$ cat config.mk
export PLATFORM = sky130hd
export DESIGN_NAME = sdram_write
export DESIGN_NICKNAME = d
export VERILOG_FILES = /design/src/rtl/sdram_write.sv
export SDC_FILE = /design/constraint.sdc
export NUM_CORES = 1
export LEC_CHECK = 0
export CORE_ASPECT_RATIO = 1.2
export CORE_MARGIN = 2
export CORE_UTILIZATION = 50
export CTS_CLUSTER_SIZE = 12
export DETAILED_ROUTE_END_ITERATION = 16
export PLACE_DENSITY = 0.83
export SLEW_MARGIN = 30
export SYNTH_ARGS = -nofsm -noshare
export SYNTH_HDL_FRONTEND = slang
export SYNTH_SLANG_ARGS = --single-unit
export TNS_END_PERCENT = 20
$ cat constraint.sdc
create_clock -name sclk -period 3.4 [get_ports sclk]
set_input_delay 0.51 -clock sclk [delete_from_list [all_inputs] [get_ports sclk]]
set_output_delay 0.51 -clock sclk [all_outputs]
set_load 0.01 [all_outputs]
$ cat src/rtl/sdram_write.sv
// Write-side SDRAM engine: arbiter handshake, then ACTIVE / WRITE bursts / PRECHARGE on one bank.
// Write data streams from an upstream FIFO straight onto the DQ bus.
module sdram_write (
  input  logic        sclk,
  input  logic        srst_n,
  input  logic        wr_trig,
  input  logic [7:0]  wr_len,
  input  logic [20:0] wr_addr,
  input  logic        wr_en,
  output logic        flag_wr_ask,
  output logic        flag_wr_end,
  output logic        wr_data_req,
  input  logic [15:0] wr_data,
  output logic [3:0]  sdram_cmd,
  output logic [11:0] sdram_addr,
  output logic [1:0]  sdram_bank,
  output logic [15:0] sdram_dq,
  output logic        sdram_dq_oe
);

  localparam logic [3:0] CMD_NOP = 4'b0111;
  localparam logic [3:0] CMD_ACT = 4'b0011;
  localparam logic [3:0] CMD_WR  = 4'b0100;
  localparam logic [3:0] CMD_PRE = 4'b0010;

  typedef enum logic [2:0] {
    S_IDLE,
    S_ASK,
    S_ACT,
    S_WR,
    S_PRE
  } state_t;

  state_t      r_state, w_nxt_state;
  logic [1:0]  r_cnt, w_nxt_cnt;
  logic [11:0] r_row;
  logic [8:0]  r_col;
  logic [7:0]  r_rem;
  logic        r_wrap;
  logic        r_cont;
  logic        r_go_act;

  logic        w_cont;
  logic        w_go_act;
  logic [9:0]  w_col_inc;

  logic [3:0]  r_cmd, w_cmd;
  logic [11:0] r_addr, w_addr;
  logic        r_oe, w_oe;
  logic        r_req, w_req;
  logic        r_end, w_end;

  always_comb begin
    w_nxt_state = r_state;
    w_nxt_cnt   = r_cnt;
    w_cont      = (r_rem != 8'd0) && wr_en && !r_wrap;
    w_go_act    = (r_rem != 8'd0) && wr_en;
    w_col_inc   = {1'b0, r_col} + 10'd4;

    case (r_state)
      S_IDLE: begin
        if (wr_trig && (wr_len != 8'd0)) begin
          w_nxt_state = S_ASK;
          w_nxt_cnt   = 2'd0;
        end
      end
      S_ASK: begin
        if (wr_en) begin
          w_nxt_state = S_ACT;
          w_nxt_cnt   = 2'd0;
        end
      end
      S_ACT: begin
        if (r_cnt == 2'd1) begin
          w_nxt_state = S_WR;
          w_nxt_cnt   = 2'd0;
        end else begin
          w_nxt_cnt = r_cnt + 2'd1;
        end
      end
      S_WR: begin
        if (r_cnt == 2'd3) begin
          w_nxt_state = r_cont ? S_WR : S_PRE;
          w_nxt_cnt   = 2'd0;
        end else begin
          w_nxt_cnt = r_cnt + 2'd1;
        end
      end
      S_PRE: begin
        if (r_cnt == 2'd2) begin
          w_nxt_cnt = 2'd0;
          if (r_go_act)
            w_nxt_state = S_ACT;
          else if (r_rem == 8'd0)
            w_nxt_state = S_IDLE;
          else
            w_nxt_state = S_ASK;
        end else begin
          w_nxt_cnt = r_cnt + 2'd1;
        end
      end
      default: begin
        w_nxt_state = S_IDLE;
        w_nxt_cnt   = 2'd0;
      end
    endcase
  end

  // Bus outputs are registered from the next state so each command lands in its own slot.
  always_comb begin
    w_cmd  = CMD_NOP;
    w_addr = '0;
    w_oe   = 1'b0;
    w_req  = 1'b0;
    w_end  = 1'b0;
    case (w_nxt_state)
      S_ACT: begin
        if (w_nxt_cnt == 2'd0) begin
          w_cmd  = CMD_ACT;
          w_addr = r_row;
        end else begin
          w_req = 1'b1;
        end
      end
      S_WR: begin
        w_oe  = 1'b1;
        w_req = (w_nxt_cnt != 2'd3) || w_cont;
        if (w_nxt_cnt == 2'd0) begin
          w_cmd  = CMD_WR;
          w_addr = {3'b000, r_col};
        end
      end
      S_PRE: begin
        if (w_nxt_cnt == 2'd1) begin
          w_cmd  = CMD_PRE;
          w_addr = 12'h400;
        end
        if (w_nxt_cnt == 2'd2)
          w_end = !w_go_act;
      end
      default: ;
    endcase
  end

  always_ff @(posedge sclk or negedge srst_n) begin
    if (!srst_n) begin
      r_state  <= S_IDLE;
      r_cnt    <= 2'd0;
      r_row    <= '0;
      r_col    <= '0;
      r_rem    <= '0;
      r_wrap   <= 1'b0;
      r_cont   <= 1'b0;
      r_go_act <= 1'b0;
      r_cmd    <= CMD_NOP;
      r_addr   <= '0;
      r_oe     <= 1'b0;
      r_req    <= 1'b0;
      r_end    <= 1'b0;
    end else begin
      r_state <= w_nxt_state;
      r_cnt   <= w_nxt_cnt;
      r_cmd   <= w_cmd;
      r_addr  <= w_addr;
      r_oe    <= w_oe;
      r_req   <= w_req;
      r_end   <= w_end;

      if ((r_state == S_IDLE) && wr_trig && (wr_len != 8'd0)) begin
        r_row <= wr_addr[20:9];
        r_col <= wr_addr[8:0];
        r_rem <= wr_len;
      end

      if (r_state == S_WR) begin
        case (r_cnt)
          2'd0: r_rem <= r_rem - 8'd1;
          2'd1: begin
            r_col  <= w_col_inc[8:0];
            r_wrap <= w_col_inc[9];
            if (w_col_inc[9])
              r_row <= r_row + 12'd1;
          end
          2'd2: r_cont <= w_cont;
          default: ;
        endcase
      end

      if ((r_state == S_PRE) && (r_cnt == 2'd1))
        r_go_act <= w_go_act;
    end
  end

  assign sdram_cmd   = r_cmd;
  assign sdram_addr  = r_addr;
  assign sdram_bank  = 2'b00;
  assign sdram_dq_oe = r_oe;
  assign sdram_dq    = r_oe ? wr_data : '0;
  assign wr_data_req = r_req;
  assign flag_wr_end = r_end;
  assign flag_wr_ask = (r_state == S_ASK);

endmodule

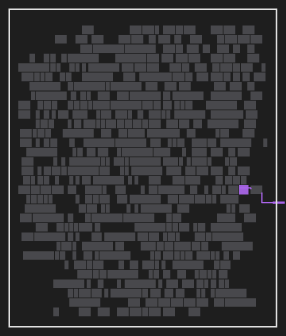
**Above:** port wiring.
flag_wr_ask: shown in purple, direction output, end cells 1, wire 10.0 um.

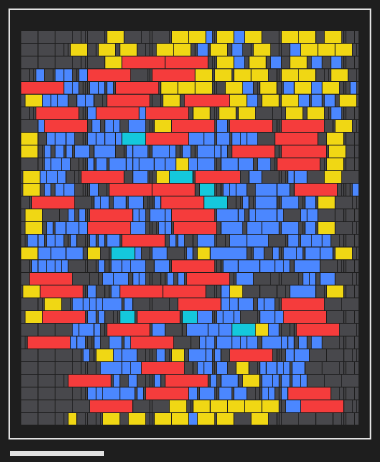
**Above:** placement by cell class.
Bar = 20 um. Fill, decap, tap and diode cells in grey.
clock drivers and dummy loads: shown in cyan, cells 8, share of their area 2.3%. remaining buffers and delay cells: shown in yellow, cells 91, share of their area 22%. remaining logic cells: shown in blue, cells 280, share of their area 42%. sequential cells: shown in red, cells 55, share of their area 34%.

==> impl_metrics.xml <==
<?xml version="1.0" encoding="UTF-8"?>
<metrics>
  <group name="logic_synthesis">
    <metric name="synth_flops" unit="">55</metric>
    <metric name="adder_share" unit="%">3.93</metric>
    <metric name="mappedNetlistArea" unit="um^2">3190</metric>
    <metric name="post_synth_xor_area_fraction" unit="%">0</metric>
    <metric name="ys_types" unit="">60</metric>
    <metric name="netlist.top_cell.by_area" unit="">dfrtp_1</metric>
    <metric name="synthArstFlopShare" unit="%">100</metric>
    <metric name="ys_cells" unit="">353</metric>
    <metric name="synth-edff-count" unit="">0</metric>
    <metric name="post_synth_and_or_nand_nor_area_fraction" unit="%">27.4</metric>
    <metric name="top_cells_by_count" unit="">52 x dfrtp_1, 42 x nand2_1, 36 x nor2_1</metric>
    <metric name="ys.flop_type" unit="">dfrtp_1</metric>
    <metric name="synth.cellmix.compoundShare" unit="%">18.7</metric>
    <metric name="synthesis.area_per_instance" unit="um^2">9.02</metric>
    <metric name="yosys_warnings" unit="">0</metric>
    <metric name="synthesis.instances" unit="">353</metric>
    <metric name="muxShareOfSynthArea" unit="%">1.26</metric>
    <metric name="top_area_share" unit="%">40.8</metric>
    <metric name="synth.most_common_cell" unit="">dfrtp_1</metric>
    <metric name="yosysChipArea" unit="um^2">3190</metric>
    <metric name="synth.comb.largest_family" unit="">simple AND/OR/NAND/NOR gates</metric>
    <metric name="post_synth_main_area_contributors" unit="">dfrtp_1 41%, nand2_1 4.9%, nor2_1 4.2%</metric>
  </group>
  <group name="run_status">
    <metric name="run_status" unit="">finished, final reports clean</metric>
  </group>
  <group name="detailed_routing">
    <metric name="met2_wirelength" unit="um">4350</metric>
    <metric name="num_vias" unit="">2956</metric>
    <metric name="highest-signal-layer" unit="">met4</metric>
    <metric name="drt_drc_violations_left" unit="">0</metric>
    <metric name="wirelength" unit="um">8170</metric>
    <metric name="drt-initial-drc-count" unit="">200</metric>
    <metric name="met3_wirelength" unit="um">373</metric>
    <metric name="drt-met1-wl" unit="um">3310</metric>
    <metric name="route.detailed.wl_per_inst" unit="um">15.8</metric>
    <metric name="viasPerCell" unit="">5.73</metric>
    <metric name="detail-route-antenna-nets" unit="">0</metric>
  </group>
  <group name="floorplan">
    <metric name="die.size.y" unit="um">91.4</metric>
    <metric name="fraction_of_the_core_area_occupied_by_cells_at_floorplan" unit="%">52.3</metric>
    <metric name="die-area" unit="um^2">7030</metric>
    <metric name="floorplan.io_pins" unit="">87</metric>
    <metric name="dieWidth" unit="um">76.9</metric>
    <metric name="placement_rows" unit="">31</metric>
    <metric name="taps" unit="">82</metric>
  </group>
  <group name="final_timing">
    <metric name="worst_slew_pin_slew" unit="ns">0.750</metric>
    <metric name="relSlewSlack" unit="%">50.0</metric>
    <metric name="fin_worst_skew" unit="ns">0.00750</metric>
    <metric name="tns" unit="ns">0</metric>
    <metric name="report.final.slew_viol_count" unit="">0</metric>
    <metric name="timing_hold_violations_final" unit="">0</metric>
    <metric name="final_tally_of_setup_violations" unit="">0</metric>
    <metric name="timing.final.crit_period" unit="ns">2.61</metric>
    <metric name="fin_worst_hold_slack" unit="ns">0.153</metric>
    <metric name="finalClockPeriodUsage" unit="%">76.9</metric>
    <metric name="postLayoutSetupSlackWorst" unit="ns">0.786</metric>
  </group>
  <group name="final_layout">
    <metric name="count_of_plain_and_timing_repair_buffers_in_the_layout" unit="">91</metric>
    <metric name="layout-drive-gt1-share" unit="%">6.91</metric>
    <metric name="layout_top_cells" unit="">82 x clkdlybuf4s50_1, 52 x dfrtp_1, 42 x nand2_1</metric>
    <metric name="area.sequential" unit="um^2">1380</metric>
    <metric name="layout.area.top_class" unit="">multi-input combinational cells</metric>
    <metric name="final_util" unit="%">68.4</metric>
    <metric name="comb_cells" unit="">265</metric>
    <metric name="n_sequential_cell" unit="">55</metric>
    <metric name="comb_area_share" unit="%">39.5</metric>
    <metric name="area_share_clock_buf_inv" unit="%">2.28</metric>
    <metric name="final.fill_count" unit="">508</metric>
    <metric name="stdcell_area" unit="um^2">4160</metric>
    <metric name="n_all_inverters" unit="">15</metric>
    <metric name="layoutNonFillerInstCount" unit="">516</metric>
    <metric name="seq-cell-share" unit="%">33.1</metric>
    <metric name="non_clock_buffer_area_share" unit="%">21.3</metric>
    <metric name="antenna-diode-count" unit="">0</metric>
    <metric name="final-comb-area" unit="um^2">1640</metric>
    <metric name="final_common_cell" unit="">clkdlybuf4s50_1</metric>
    <metric name="area.growth.synth_to_final" unit="%">30.7</metric>
  </group>
  <group name="power">
    <metric name="switching_share" unit="%">43.8</metric>
    <metric name="power.density" unit="nW/um^2">814</metric>
    <metric name="switching_power" unit="W">0.00149</metric>
    <metric name="sequentialPowerShare" unit="%">37.3</metric>
    <metric name="seq-power" unit="W">0.00126</metric>
    <metric name="pwr.group.clock" unit="W">0.000384</metric>
    <metric name="vdd_ir_drop_max" unit="uV">414</metric>
    <metric name="power.internal" unit="W">0.00190</metric>
    <metric name="top_power_group" unit="">combinational logic</metric>
    <metric name="clock_power_share" unit="%">11.3</metric>
    <metric name="comb_power_share" unit="%">51.4</metric>
    <metric name="overall_power_of_the_completed_layout" unit="W">0.00339</metric>
  </group>
  <group name="grt">
    <metric name="gr-usage-met1" unit="%">30.4</metric>
    <metric name="grt_overflow" unit="">0</metric>
    <metric name="busiest_layer" unit="">met2</metric>
    <metric name="track_usage" unit="%">24.3</metric>
    <metric name="grt_max_degree" unit="">33</metric>
    <metric name="grt_pass1_vias" unit="">2861</metric>
    <metric name="first_pass_grt_wire_length" unit="um">13800</metric>
    <metric name="antenna_found_initial" unit="">0</metric>
    <metric name="met3_usage" unit="%">3.48</metric>
  </group>
  <group name="worst_setup_path">
    <metric name="worstPathBufferInverterCount" unit="">1</metric>
    <metric name="kind_of_end_point_of_the_critical_path" unit="">flop</metric>
    <metric name="crit_type" unit="">flop to flop</metric>
    <metric name="cp_slowest_cell" unit="">dfrtp_1</metric>
    <metric name="start_kind" unit="">flop</metric>
    <metric name="worst_path_largest_cell_delay" unit="ns">0.48</metric>
    <metric name="cp.arrival" unit="ns">2.84</metric>
    <metric name="critical_path.cell_chain" unit="">inv_1 -&gt; ha_1 -&gt; and4b_1 -&gt; nand4_1 -&gt; nand2_1 -&gt; a21oi_1 -&gt; a211oi_1</metric>
    <metric name="critPathMaxFanout" unit="">10</metric>
    <metric name="cp_top_family" unit="">simple AND/OR/NAND/NOR gates</metric>
  </group>
  <group name="place">
    <metric name="placement.setup.worst_slack" unit="ns">0.587</metric>
    <metric name="globalplace.congestion" unit="">0.871</metric>
    <metric name="place.detailed.hpwl" unit="um">6150</metric>
    <metric name="placedInstanceArea" unit="um^2">4070</metric>
    <metric name="port_buffers" unit="">83</metric>
    <metric name="placed_cells_incl_taps" unit="">508</metric>
  </group>
  <group name="clock_tree">
    <metric name="cts_sinks" unit="">55</metric>
    <metric name="post_cts.repair.setup_buffers" unit="">0</metric>
    <metric name="post_cts.resized_instances" unit="">0</metric>
    <metric name="clk-insertion-delay-late" unit="ns">0.32</metric>
    <metric name="tritoncts_clock_tree" unit="">done</metric>
    <metric name="clk_path_buf_depth" unit="">2</metric>
    <metric name="clock_tree.root_cell" unit="">clkbuf_8</metric>
    <metric name="worst_setup_hold_path_clk_slew" unit="ns">0.11</metric>
    <metric name="cts-htree-levels" unit="">2</metric>
    <metric name="cts.hold.buffers_added" unit="">0</metric>
  </group>
  <group name="run">
    <metric name="tool_warning_count" unit="">32</metric>
    <metric name="tally_of_max_capacitance_violations" unit="">0</metric>
  </group>
  <group name="min_path">
    <metric name="hold_path.class" unit="">primary input to async pin</metric>
  </group>
</metrics>
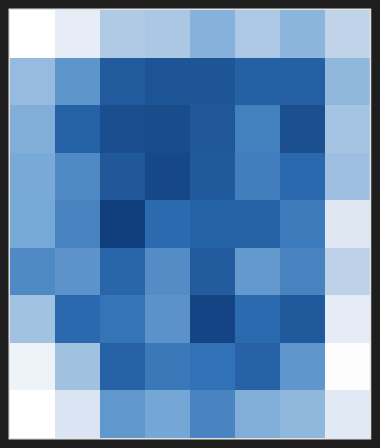
**Above:** placement density heat map.
The die is cut into 8 by 9 equal tiles; white is low, dark blue is high, 0 to 100% covered.
4.2% of the tiles are nearly empty. The mean over all tiles is 58%. 36% of the tiles are over 75% full. The fullest tile reaches 94%. The densest ninth of the die: centre.

==> final timing paths <==
path / start / to / slack (ns) / depth (start not counted)
min: srst_n / r_rem[1]$_DFF_PN0_ / 0.15 / 1
max reg2reg: r_cnt[1]$_DFF_PN0_ / r_row[8]$_DFF_PN0_ / 0.79 / 7
min in group sclk: r_cont$_DFFE_PN0P_ / r_cont$_DFFE_PN0P_ / 0.50 / 2
min reg2reg: r_cont$_DFFE_PN0P_ / r_cont$_DFFE_PN0P_ / 0.50 / 2
max: r_cnt[1]$_DFF_PN0_ / r_row[8]$_DFF_PN0_ / 0.79 / 7
max in group asynchronous: srst_n / sdram_cmd[1]$_DFF_PN1_ / 2.39 / 2
Power figures rest on the tool's default switching activity, not on a simulated workload.
